**Wiring heat map**

Scale bar: 20 um. The die is cut into 18 by 19 equal tiles; dark purple is low, yellow is high, scaled to the fullest tile. Values are wire area over tile area, all layers added.
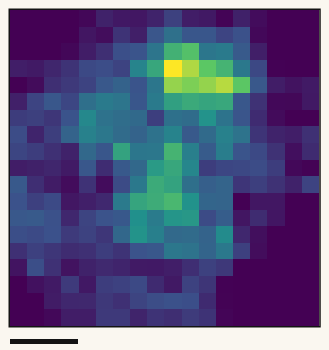
**I/O nets highlighted**

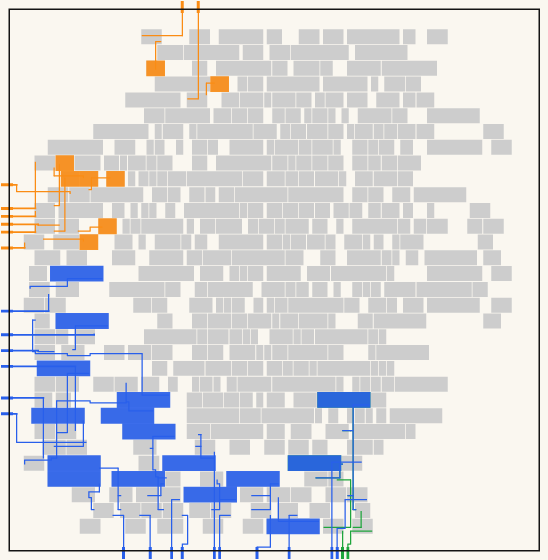
**Cells coloured by class**

Scale bar: 20 um.
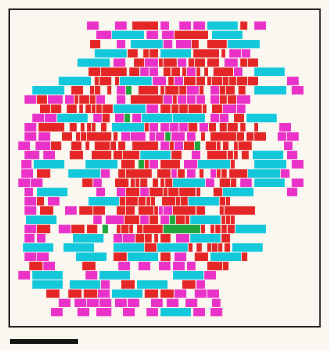
**Routing congestion**

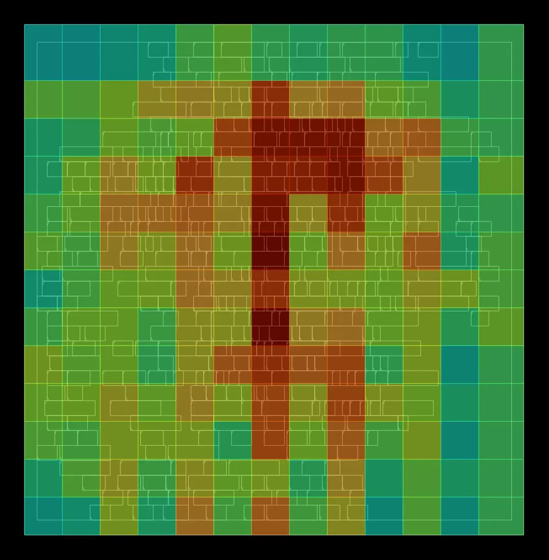
**Cells by drive strength**

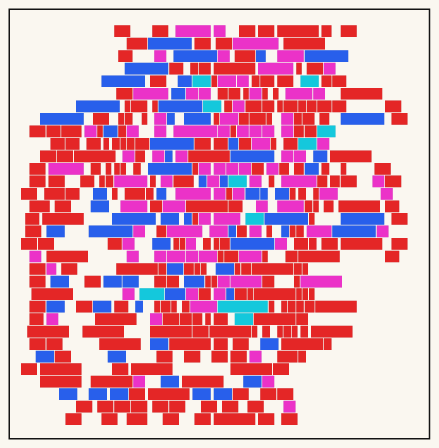
===== config.mk =====
export PLATFORM = sky130hd
export DESIGN_NAME = instr_issuer
export DESIGN_NICKNAME = d
export VERILOG_FILES = /design/src/rtl/instr_issuer.sv
export SDC_FILE = /design/constraint.sdc
export NUM_CORES = 1
export LEC_CHECK = 0
export CORE_AREA = 2 2 89 91
export CTS_BUF_LIST = sky130_fd_sc_hd__clkbuf_2
export CTS_CLUSTER_DIAMETER = 60
export DETAILED_ROUTE_END_ITERATION = 6
export DIE_AREA = 0 0 91 93
export GPL_TIMING_DRIVEN = 0
export HOLD_SLACK_MARGIN = 0.03
export PLACE_DENSITY = 0.76
export SLEW_MARGIN = 20
export SYNTH_ARGS = -nofsm -noshare
export SYNTH_HDL_FRONTEND = slang
export SYNTH_SLANG_ARGS = --single-unit

===== constraint.sdc =====
create_clock -name clk -period 1.8 [get_ports clk]
set_input_delay 0.18 -clock clk [delete_from_list [all_inputs] [get_ports clk]]
set_output_delay 0.18 -clock clk [all_outputs]
set_load 0.02 [all_outputs]

===== src/rtl/instr_issuer.sv =====
// rtl/instr_issuer.sv - start/wait handshake initiator that fetches and issues instructions to the controller
//
// Walks a program counter from address 0 to end_addr (inclusive, wrapping modulo
// 2^ADDR_W). Each word is latched and its opcode is checked. A legal word is issued
// to the controller by a one-cycle s pulse once the controller reports WAIT (w=1).
// The issuer then waits for w to return high before it moves to the next address.
//
// Ports:
//   clk        in   rising-edge clock
//   reset      in   asynchronous active-high reset
//   go         in   start program at address 0 (honoured only in IDLE/DONE)
//   end_addr   in   address of the last instruction (inclusive)
//   mem_addr   out  registered instruction memory address
//   mem_rdata  in   memory read data, valid one cycle after mem_addr
//   w          in   controller idle flag (1 = controller in WAIT)
//   s          out  one-cycle start pulse to the controller
//   opcode     out  instr[15:13]
//   op         out  instr[12:11]
//   instr      out  latched instruction word
//   busy       out  high in every state except IDLE/DONE
//   done       out  high in DONE
//   err        out  00 ok, 01 illegal opcode, 10 timeout (sticky until go/reset)
//   issued     out  saturating count of s pulses
module instr_issuer #(
    parameter int ADDR_W  = 8,
    parameter int TIMEOUT = 32
) (
    input  logic              clk,
    input  logic              reset,
    input  logic              go,
    input  logic [ADDR_W-1:0] end_addr,
    output logic [ADDR_W-1:0] mem_addr,
    input  logic [15:0]       mem_rdata,
    input  logic              w,
    output logic              s,
    output logic [2:0]        opcode,
    output logic [1:0]        op,
    output logic [15:0]       instr,
    output logic              busy,
    output logic              done,
    output logic [1:0]        err,
    output logic [15:0]       issued
);

    localparam int TW = $clog2(TIMEOUT + 1);

    localparam logic [1:0] ERR_OK      = 2'b00;
    localparam logic [1:0] ERR_ILLEGAL = 2'b01;
    localparam logic [1:0] ERR_TIMEOUT = 2'b10;

    typedef enum logic [2:0] {
        IDLE,
        FETCH,
        LATCH,
        WAIT_W,
        ISSUE,
        EXEC,
        NEXT,
        DONE
    } state_t;

    state_t          state;
    logic [TW-1:0]   timer;

    // The controller re-reads op mid-execution, so these are taken from the
    // latched word, which only changes in LATCH.
    assign opcode = instr[15:13];
    assign op     = instr[12:11];

    always_ff @(posedge clk or posedge reset) begin
        if (reset) begin
            state    <= IDLE;
            s        <= 1'b0;
            mem_addr <= '0;
            instr    <= 16'h0000;
            busy     <= 1'b0;
            done     <= 1'b0;
            err      <= ERR_OK;
            issued   <= 16'h0000;
            timer    <= '0;
        end else begin
            // s is high only for the single cycle spent in ISSUE.
            s <= 1'b0;
            case (state)
                IDLE, DONE: begin
                    if (go) begin
                        state    <= FETCH;
                        mem_addr <= '0;
                        err      <= ERR_OK;
                        issued   <= 16'h0000;
                        done     <= 1'b0;
                        busy     <= 1'b1;
                    end
                end
                FETCH: begin
                    state <= LATCH;
                end
                LATCH: begin
                    instr <= mem_rdata;
                    // The controller hangs in DECODE on unknown opcodes, so only
                    // 110 and 101 may ever reach it.
                    if (mem_rdata[15:13] == 3'b110 || mem_rdata[15:13] == 3'b101) begin
                        state <= WAIT_W;
                    end else begin
                        state <= DONE;
                        err   <= ERR_ILLEGAL;
                        done  <= 1'b1;
                        busy  <= 1'b0;
                    end
                end
                WAIT_W: begin
                    if (w) begin
                        state <= ISSUE;
                        s     <= 1'b1;
                    end
                end
                ISSUE: begin
                    if (issued != 16'hFFFF) begin
                        issued <= issued + 16'd1;
                    end
                    timer <= '0;
                    state <= EXEC;
                end
                EXEC: begin
                    timer <= timer + 1'b1;
                    if (w) begin
                        state <= NEXT;
                    end else if (timer == TW'(TIMEOUT - 1)) begin
                        state <= DONE;
                        err   <= ERR_TIMEOUT;
                        done  <= 1'b1;
                        busy  <= 1'b0;
                    end
                end
                NEXT: begin
                    if (mem_addr == end_addr) begin
                        state <= DONE;
                        done  <= 1'b1;
                        busy  <= 1'b0;
                    end else begin
                        mem_addr <= mem_addr + 1'b1;
                        state    <= FETCH;
                    end
                end
                default: begin
                    state <= IDLE;
                    busy  <= 1'b0;
                    done  <= 1'b0;
                end
            endcase
        end
    end

endmodule


==> results_tabular.tex <==
% Implementation results table
\begin{tabular}{lr}
\hline
Metric & Value \\
\hline
\multicolumn{2}{l}{\textbf{Clock tree}} \\
Total clock buffers created by CTS & 5 \\
CTS tree & done \\
Register clock-pin slew on the reported worst setup and hold paths & 0.29 ns \\
Root buffer cell & sky130\_fd\_sc\_hd\_\_clkbuf\_2 \\
Count of hold-fix buffers inserted at cts & 0 \\
Setup repair bufs after CTS & 17 \\
Clock H-tree levels & 2 \\
\multicolumn{2}{l}{\textbf{Detailed routing}} \\
Met1 Routed Length & 3530 um \\
Starting DRT DRC Count & around 300 \\
Wire length on met3 & about 580 um \\
DR pass1 iterations & 6 \\
Vias post-DR & about 3000 \\
Met2 layer wire length in the routed design & 4310 um \\
\multicolumn{2}{l}{\textbf{Power and ir drop}} \\
Sequential group share of total power & 0.298 \\
Combinational-cell power consumption & roughly 0.0037 W \\
Final total power & just over 0.006 W \\
Portion of total power attributed to the clock network & 0.102 \\
Clock-net power & approximately 0.00063 W \\
Total sequential power & between 0.0015 and 0.002 W \\
Int Power & around 0.0037 W \\
Peak supply drop & just under 0.9 mV \\
\multicolumn{2}{l}{\textbf{Worst setup path}} \\
Arrival time of data at the critical path endpoint & 2.39 ns \\
Delay of the slowest cell on the worst path & 0.54 ns \\
Crit path capture type & flip-flop \\
Number of cells on the critical path & 4 \\
Largest fanout of any net on the critical path & 6 \\
Flop2flop setup slack & -0.19 ns \\
Critical Path Sink & issued[0] \\
Cells traversed along the worst timing path & nand4\_1 > or4\_4 > o31a\_1 > mux2\_4 \\
\multicolumn{2}{l}{\textbf{Final layout}} \\
Seq area share & 0.292 \\
Flip-flop and latch count & about 54 \\
Final \#Nets & between 400 and 500 \\
Largest registers & instr x16, issued x16, mem\_addr x8 \\
Logic Gate Count & 214 \\
Tally of filler cells in the layout & $\sim$610 \\
Most frequent logic cell in the layout & sky130\_fd\_sc\_hd\_\_clkdlybuf4s50\_1 \\
Proportion of final cell area spent on non-clock buffers & 0.287 \\
Comb area & about 1800 um\^{}2 \\
\multicolumn{2}{l}{\textbf{STA}} \\
Maximum achievable frequency & between 500 and 600 MHz \\
Hold WS & about 0.14 ns \\
Part of the cycle the worst path needs & 1.11 \\
Setup repair after global routing missed its margin & true \\
Worst clock skew on the final layout & approximately 0.033 ns \\
Post-route worst setup slack & -0.190 ns \\
Worst-margin pin slew & 0.685 ns \\
Final setup violation count & 32 \\
\multicolumn{2}{l}{\textbf{Logic synthesis}} \\
Ys async rst share & 1.00 \\
Post-Synth AOI/OAI Area & 0.161 \\
Synth top cell by count & sky130\_fd\_sc\_hd\_\_dfrtp\_1 \\
Adder share & 0.0128 \\
Mux contribution to synthesized area & 0.0882 \\
Main logic family & simple AND/OR/NAND/NOR gates \\
Number of distinct standard cells referenced by the synthesized netlist & 56 \\
Yosys stat area & around 2900 um\^{}2 \\
Leading area contributor after synthesis & sky130\_fd\_sc\_hd\_\_dfrtp\_1 \\
Basic Gates by Area & 0.200 \\
XOR Share, Synth & 0.0360 \\
\multicolumn{2}{l}{\textbf{Die}} \\
Vert. Die Dim & between 90 and 100 um \\
Number of tap instances & between 100 and 150 \\
Die outline area & between 8000 and 9000 um\^{}2 \\
Core outline area & 7530 um\^{}2 \\
Initial Util & 0.388 \\
\multicolumn{2}{l}{\textbf{Flow run}} \\
Number of warnings in the stage logs & 29 \\
\multicolumn{2}{l}{\textbf{Global route}} \\
Antenna violations before repair & 0 \\
Global routing met1 resource utilization & 0.234 \\
Largest net degree at the start of global routing & $\sim$55 \\
\multicolumn{2}{l}{\textbf{Place}} \\
Port Buffers & between 70 and 80 \\
Detailed-placement wirelength estimate & 5110 um \\
Dpl ws & -0.450 ns \\
\multicolumn{2}{l}{\textbf{Status}} \\
Violations in the final reports & setup timing \\
Run status & complete, but fails checks \\
\hline
\end{tabular}
Notes on 'wiring heat map' above:
tiles over half the peak: 8.8%
fullest tile: 0.81
emptiest ninth of the die: lower right
routed len/inst: 16.1 um
Final Routed Wirelength: 8620 um
Total Routing Usage GR: 0.184

Notes on 'I/O nets highlighted' above:
[op] green | bits: 2 | direction: output | edge: bottom | end cells: 2 | buffers: 4 | wire: 60.1 um
[instr] blue | bits: 16 | direction: output | edge: 10 bottom, 6 left | end cells: 16 | buffers: 16 | wire: 430 um
[end_addr] orange | bits: 8 | direction: input | edge: 6 left, 2 top | end cells: 8 | buffers: 8 | wire: 125 um

Notes on 'cells coloured by class' above:
[combinational and other logic] red | cells: 221
[other buffers and delay cells] magenta | cells: 149
[clock drivers and dummy loads] green | cells: 8
[flops] cyan | cells: 54

Notes on 'routing congestion' above:
M3 GR Usage: 0.0363
post-layout utilization of the core: 0.624
global-route track usage on met2: 0.320
busiest metal layer after global routing: met2

Notes on 'cells by drive strength' above:
[_0 and _1 cells] red | cells: 269 | share: 62%
[_3 and _4 cells] magenta | cells: 89 | share: 21%
[_2 cells] blue | cells: 64 | share: 15%
[_6 and larger] cyan | cells: 10 | share: 2.3%
post-route worst setup slack: -0.190 ns
layout overhead on the synthesized area: 60.7%
post-route standard cell area excluding fillers: 4700 um^2
Repair and plain buffers: 149

No activity file was given, so power comes from the tool's default toggle rates.
